[src/rtl/tx_byte_framing.sv]
// TX framing: MAC frame words become a continuous 32-lane XGMII stream with
// /S/+preamble+SFD, an 8-lane payload shift, /T/ termination, /I/ fill and a minimum IPG.

module tx_lane_term #(
    parameter int LANE = 0
) (
    input  logic [7:0] byte_in,
    input  logic       ctrl_in,
    input  logic       term_en,
    input  logic [5:0] term_lane,
    output logic [7:0] byte_out,
    output logic       ctrl_out
);
    localparam logic [5:0] LANE_IDX = 6'(LANE);

    always_comb begin
        byte_out = byte_in;
        ctrl_out = ctrl_in;
        if (term_en && LANE_IDX == term_lane) begin
            byte_out = 8'hFD;
            ctrl_out = 1'b1;
        end else if (term_en && LANE_IDX > term_lane) begin
            byte_out = 8'h07;
            ctrl_out = 1'b1;
        end
    end
endmodule

module tx_byte_framing #(
    parameter int DATA_WIDTH = 256,
    parameter int CTRL_WIDTH = 32,
    parameter int IPG_MIN    = 12
) (
    input  logic                  x_clk,
    input  logic                  reset_,
    input  logic                  fmac_txd_en,
    input  logic                  linkup,
    input  logic [DATA_WIDTH-1:0] in_data,
    input  logic                  in_valid,
    input  logic                  in_sof,
    input  logic                  in_eof,
    input  logic [5:0]            in_nbytes,
    output logic                  in_ready,
    output logic [DATA_WIDTH-1:0] txd,
    output logic [CTRL_WIDTH-1:0] txc,
    output logic                  tx_busy,
    input  logic                  cnt_clr,
    output logic [31:0]           TX_FRAME_CNT,
    output logic [15:0]           TX_UNDERRUN_CNT
);
    localparam int NUM_LANES = CTRL_WIDTH;
    localparam int RES_W     = 64;
    // an eof word with more valid bytes than this puts /T/ too close to the word end
    localparam int IPG_NB_THR = NUM_LANES - 8 - IPG_MIN;

    localparam logic [NUM_LANES-1:0][7:0] IDLE_WORD = {NUM_LANES{8'h07}};
    localparam logic [NUM_LANES-1:0][7:0] ERR_WORD  = {NUM_LANES{8'hFE}};
    localparam logic [RES_W-1:0]          PREAMBLE  = 64'hD555_5555_5555_55FB;

    typedef enum logic [2:0] {IDLE, DATA, TAIL, IPG, DRAIN} state_t;

    state_t                         state, state_nxt;
    logic [RES_W-1:0]               res, res_nxt;
    logic [5:0]                     tail_t, tail_t_nxt;
    logic [5:0]                     n_eff;
    logic                           accept, load, frame_inc, undr_inc;
    logic                           term_en;
    logic [5:0]                     term_lane;
    logic [NUM_LANES-1:0][7:0]      base_d, term_d, txd_q;
    logic [NUM_LANES-1:0]           base_c, term_c, txc_q;

    always_comb begin
        case (state)
            IDLE:        in_ready = fmac_txd_en & linkup;
            DATA, DRAIN: in_ready = 1'b1;
            default:     in_ready = 1'b0;
        endcase
        in_ready = in_ready & reset_;
    end

    assign accept  = in_valid & in_ready;
    assign n_eff   = (in_nbytes == 6'd0) ? 6'd32 : in_nbytes;
    assign tx_busy = (state != IDLE);

    always_comb begin
        state_nxt  = state;
        res_nxt    = res;
        tail_t_nxt = tail_t;
        base_d     = IDLE_WORD;
        base_c     = '1;
        term_en    = 1'b0;
        term_lane  = '0;
        load       = 1'b0;
        frame_inc  = 1'b0;
        undr_inc   = 1'b0;
        case (state)
            IDLE: begin
                if (accept && in_sof) begin
                    base_d = {in_data[DATA_WIDTH-RES_W-1:0], PREAMBLE};
                    base_c = {{(NUM_LANES-8){1'b0}}, 8'h01};
                    load   = 1'b1;
                end
            end
            DATA: begin
                if (in_valid) begin
                    base_d = {in_data[DATA_WIDTH-RES_W-1:0], res};
                    base_c = '0;
                    load   = 1'b1;
                end else begin
                    base_d    = ERR_WORD;
                    undr_inc  = 1'b1;
                    state_nxt = DRAIN;
                end
            end
            TAIL: begin
                base_d    = {{(DATA_WIDTH-RES_W){1'b0}}, res};
                base_c    = '0;
                term_en   = 1'b1;
                term_lane = tail_t;
                frame_inc = 1'b1;
                state_nxt = IDLE;
            end
            IPG:   state_nxt = IDLE;
            DRAIN: if (accept && in_eof) state_nxt = IDLE;
            default: state_nxt = IDLE;
        endcase

        // shared by the sof word and DATA words: carry bytes 24..31, handle eof
        if (load) begin
            res_nxt   = in_data[DATA_WIDTH-1:DATA_WIDTH-RES_W];
            state_nxt = DATA;
            if (in_eof) begin
                if (n_eff <= 6'd23) begin
                    term_en   = 1'b1;
                    term_lane = n_eff + 6'd8;
                    frame_inc = 1'b1;
                    state_nxt = (int'(n_eff) > IPG_NB_THR) ? IPG : IDLE;
                end else begin
                    tail_t_nxt = n_eff - 6'd24;
                    state_nxt  = TAIL;
                end
            end
        end
    end

    for (genvar i = 0; i < NUM_LANES; i++) begin : g_lane
        tx_lane_term #(.LANE(i)) u_lane (
            .byte_in   (base_d[i]),
            .ctrl_in   (base_c[i]),
            .term_en   (term_en),
            .term_lane (term_lane),
            .byte_out  (term_d[i]),
            .ctrl_out  (term_c[i])
        );
    end

    always_ff @(posedge x_clk or negedge reset_) begin
        if (!reset_) begin
            state  <= IDLE;
            res    <= '0;
            tail_t <= '0;
            txd_q  <= IDLE_WORD;
            txc_q  <= '1;
        end else begin
            state  <= state_nxt;
            res    <= res_nxt;
            tail_t <= tail_t_nxt;
            txd_q  <= term_d;
            txc_q  <= term_c;
        end
    end

    always_ff @(posedge x_clk or negedge reset_) begin
        if (!reset_) begin
            TX_FRAME_CNT    <= '0;
            TX_UNDERRUN_CNT <= '0;
        end else begin
            if (cnt_clr)
                TX_FRAME_CNT <= '0;
            else if (frame_inc)
                TX_FRAME_CNT <= TX_FRAME_CNT + 32'd1;
            if (cnt_clr)
                TX_UNDERRUN_CNT <= '0;
            else if (undr_inc && TX_UNDERRUN_CNT != 16'hFFFF)
                TX_UNDERRUN_CNT <= TX_UNDERRUN_CNT + 16'd1;
        end
    end

    assign txd = txd_q;
    assign txc = txc_q;
endmodule

[config.mk]
export PLATFORM = sky130hd
export DESIGN_NAME = tx_byte_framing
export DESIGN_NICKNAME = d
export VERILOG_FILES = /design/src/rtl/tx_byte_framing.sv
export SDC_FILE = /design/constraint.sdc
export NUM_CORES = 1
export LEC_CHECK = 0
export ABC_AREA = 1
export CORE_AREA = 8 8 228 230
export CTS_CLUSTER_DIAMETER = 80
export DETAILED_ROUTE_END_ITERATION = 10
export DIE_AREA = 0 0 236 238
export PLACE_DENSITY = 0.8
export SYNTH_ARGS = -nofsm -noshare
export SYNTH_HDL_FRONTEND = slang
export SYNTH_SLANG_ARGS = --single-unit
[constraint.sdc]
create_clock -name x_clk -period 2.2 [get_ports x_clk]
set_input_delay 0.33 -clock x_clk [delete_from_list [all_inputs] [get_ports x_clk]]
set_output_delay 0.33 -clock x_clk [all_outputs]
set_load 0.02 [all_outputs]
Cell classes on the final placement:
Scale bar: 50 um.
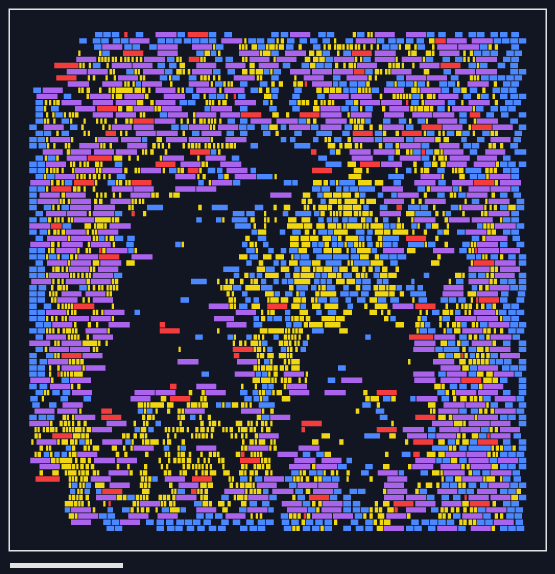
flops: shown in purple, cells 409, share of their area 36%. clock drivers and dummy loads: shown in red, cells 84, share of their area 5.4%. combinational and other logic: shown in yellow, cells 1,488, share of their area 28%. other buffers and delay cells: shown in blue, cells 872, share of their area 30%.
post-route cell area: 0.0294 sq mm
Core Util, Final: 60.8%
Core Region: 0.0483 sq mm
flop share of the area: 35.4%

PDN straps and rails:
Scale bar: 50 um. Pins as bars on the die edge.
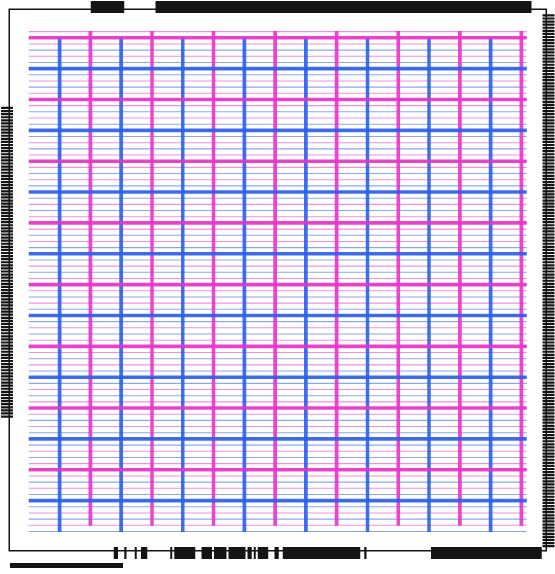
VDD: shown in magenta. VSS: shown in blue.
82 met1 rails follow the rows. The core has 81 rows. 16 straps on met4. 16 straps on met5. 608 signal pins sit on the boundary.
VDD IR max: 0.740 mV
Die Y: 238 um

==> deck_impl_summary.md <==
Key Metrics from the Run

Clocking
  – TritonCTS buffer count: 45
  – Worst-path clk slew: 60 ps
  – # clock sinks: 409
  – CTS tree: done
  – Clk root buf: clkbuf_16

Final layout
  – Top Layout Cells: 604 x clkdlybuf4s50_1, 539 x nand2_1, 280 x dfrtp_1, 180 x buf_4, 157 x o21ai_0
  – Layout Area Growth over Synthesis: 68.3%
  – Layout cells sized above 1: 25.9%

Critical path
  – Crit-path cells: buf_6 -> inv_1 -> nand3_1 -> buf_6 -> nor2_4 -> inv_2 -> buf_4 -> nand3_2 -> nand2_4 -> buf_8 -> buf_6 -> nor2_4 -> buf_6 -> nand3_4 -> nand2_2 -> nand2_4 -> o21a_1
  – CP arrival: 2900 ps
  – Crit path DRT: 2660 ps
  – Startpoint Class: register
  – Worst Path Buf+Inv: 8

Logic synthesis
  – Post-synth cell types: 44
  – Netlist Area Pre-Place: 0.0175 sq mm
  – Ys async rst share: 100%
  – Yosys warns: 0
  – Synth Instances: 1,976
  – YS chip area: 0.0175 sq mm
  – Main synth FF type: dfrtp_1
  – Mapped Avg Cell Area: 8.84 sq um
  – Registers, synthesis: 409
  – Top cell area share: 40.2%
  – Post-synth area hogs: dfrtp_1 40%, dfstp_2 19%, nand2_1 13%, o21ai_0 6.1%, inv_1 3.3%
  – Post-synth EDFFs: 0

Placement
  – Count of input and output buffers: 607
  – Post-place setup slack: -1030 ps
  – Cell area after placement: 0.0261 sq mm

Global route
  – Largest net degree at the start of global routing: 169
  – Global-route wire length before repair: 121 mm
  – Initial antenna violation count: 6
  – Gr ovfl total: 0
  – GRT Total Usage: 28.0%

Drt
  – Met3 WL post-DR: 6.69 mm
  – Max layer used: met5
  – M1 wire length: 31.2 mm
  – Pre-antenna DRT Iters: 6
  – Avg Vias per Cell: 5.26
  – Drt wl/cell: 23.7 um
  – Final ANT Viol Nets: 0

STA
  – Slew @ Worst Pin: 962 ps
  – RSZ-0062 raised after global routing: true
  – Tmin final: 2440 ps
  – Setup violators final: 267
  – Highest Clock Rate: 410 MHz
  – Max-slew headroom at the worst pin: 35.9%
  – Worst setup margin: -241 ps
  – Final tally of hold violations: 0

Power
  – Pleak: 13.4 nW
  – Switching Fraction: 33.6%
  – Pwr Density: 906 mW/mm^2
  – Sw power: 8.96 mW
  – Clk pwr share: 29.5%
  – Int Power: 17.7 mW
  – Comb power frac: 33.3%

Status
  – Status: complete, but fails checks
  – Failing checks: setup timing

Die
  – Num ports: 608
  – Fp_density: 36.1%
  – Die width: 236 um
  – Row cnt: 81
  – Die ar.: 0.0562 sq mm

Job
  – Maxcap violations: 0

Hold path
  – Min-delay worst type: in -> reg
Routed clock nets over the placement:
Scale bar: 50 um.
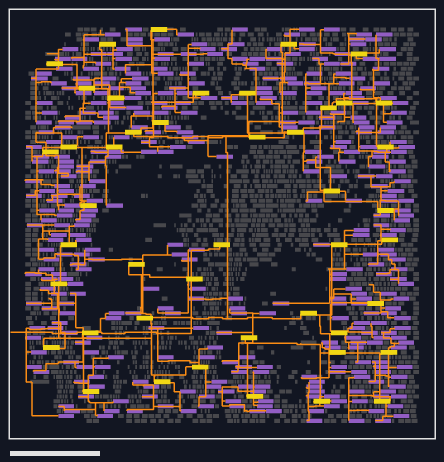
flip-flops: shown in purple, count 409. clock drivers: shown in yellow, count 45. clock wires: shown in orange, length 5,520 um.
There are 46 routed clock nets.
clock latency on the worst-skew pair: 580 ps
clock skew: 18.7 ps

[flip-flops by register name, indices dropped and copies added, names as in the netlist]
name / cells
TX_FRAME_CNT: 32
TX_UNDERRUN_CNT: 16
res: 64
state: 3
tail_t: 6
txc: 32
txd: 256
[through the flow]
stage	TNS, ps	total power, mW	hold WS, ps	instances
6_report	-26220	26.6	288	3480
5_1_grt	-67020	27.7	298	3477
4_1_cts	-25760	26.5	261	3461
3_5_place_dp	-223240	18.0	396	3348
3_3_place_gp	-213940	17.8	397	3348
2_1_floorplan	-182	13.3	34.4	1976
[cells by family (layout without fill, tap and decap cells)]
family          count (synthesis)  count (layout)  synth area share (%)
flops                         409             409                  59.5
compound gates                392             392                  12.4
xor+xnor                       16              16                 0.802
simple gates                  900             902                  21.5
other cells                     0               5                     0
fa+ha+maj                       3               3                 0.215
buf+inv                       256            1131                  5.59
[path summary, 6_finish.rpt]
path | from | to | slack, ps | cells past startpoint
worst min register to register | res[26] | res[26] | 460 | 2
max in group asynchronous | reset_ | TX_UNDERRUN_CNT[0] | 540 | 4
worst max-delay path | state[2] | txd[203] | -240 | 17
worst min-delay path | in_data[56] | txd[120] | 290 | 3
worst max register to register | state[2] | txd[203] | -240 | 17
min in group asynchronous | reset_ | txd[171] | 420 | 3
[routing by layer]
layer / GRT usage (%) / vias up
li1: - / 8113
met1: 33.1 / 8951
met2: 48.1 / 1005
met3: 7.12 / 218
met4: 12.1 / 8
met5: 0 / -
[final cells by class]
| class | instances | area, sq um | area share (%) |
|---|---|---|---|
| Antenna cell | 5 | 12.5 | 0.0426 |
| Clock buffer | 67 | 1330 | 4.53 |
| Clock inverter | 17 | 205 | 0.698 |
| Inverter | 174 | 722 | 2.46 |
| Multi-Input combinational cell | 1313 | 7280 | 24.8 |
| Sequential cell | 409 | 10400 | 35.4 |
| Tap cell | 622 | 778 | 2.65 |
| Timing Repair Buffer | 872 | 8660 | 29.5 |
| Timing Repair inverter | 1 | 7.51 | 0.0255 |
[worst reg2reg max path: cells and delay by family (launching register included)]
family          cells  cell delay (ps)
compound gates      1              140
flops               1              410
simple gates        8              850
buf+inv             8              940
[synth_stat cells (2+ instances only)]
library cell    n
nor2_4          9
nand2_4         2
a31oi_1         9
dfstp_2       128
o31ai_1         5
inv_1         152
nand2_2         6
nand3_1        90
clkbuf_1       71
buf_2           7
buf_1           3
o21ai_0       214
nor2_2          2
a211oi_1        3
a21boi_0        5
nor2_1        103
ha_1            3
clkinv_1        4
xor2_1         15
o21ai_2         4
inv_2          18
nand2_1       613
dfrtp_1       281
nand4_1        20
nor3_1         36
a21boi_1        3
a21oi_1        84
o211ai_1       21
nand3_2         3
nor4_1         12
o21ai_1        16
o21a_1         22
[what timing repair did]
item,in CTS,in global routing
gates resized,368,88
cloned,6,0
hold buffers,1,0
hold endpoints to repair,5,0
pin swaps,53,37
setup endpoints to repair,306,330
buffers inserted,27,15
[power groups by stage]
stage                     combinational [mW]  clock [mW]  sequential, mW
after floorplan                         2.38           0            10.9
after global placement                  7.89           0            9.94
after detailed placement                8.01           0            9.96
after CTS                               8.66        7.97            9.87
after global routing                    9.39        8.28            10.0
final                                   8.88        7.87            9.89
Power is estimated from default activity; no workload was simulated.
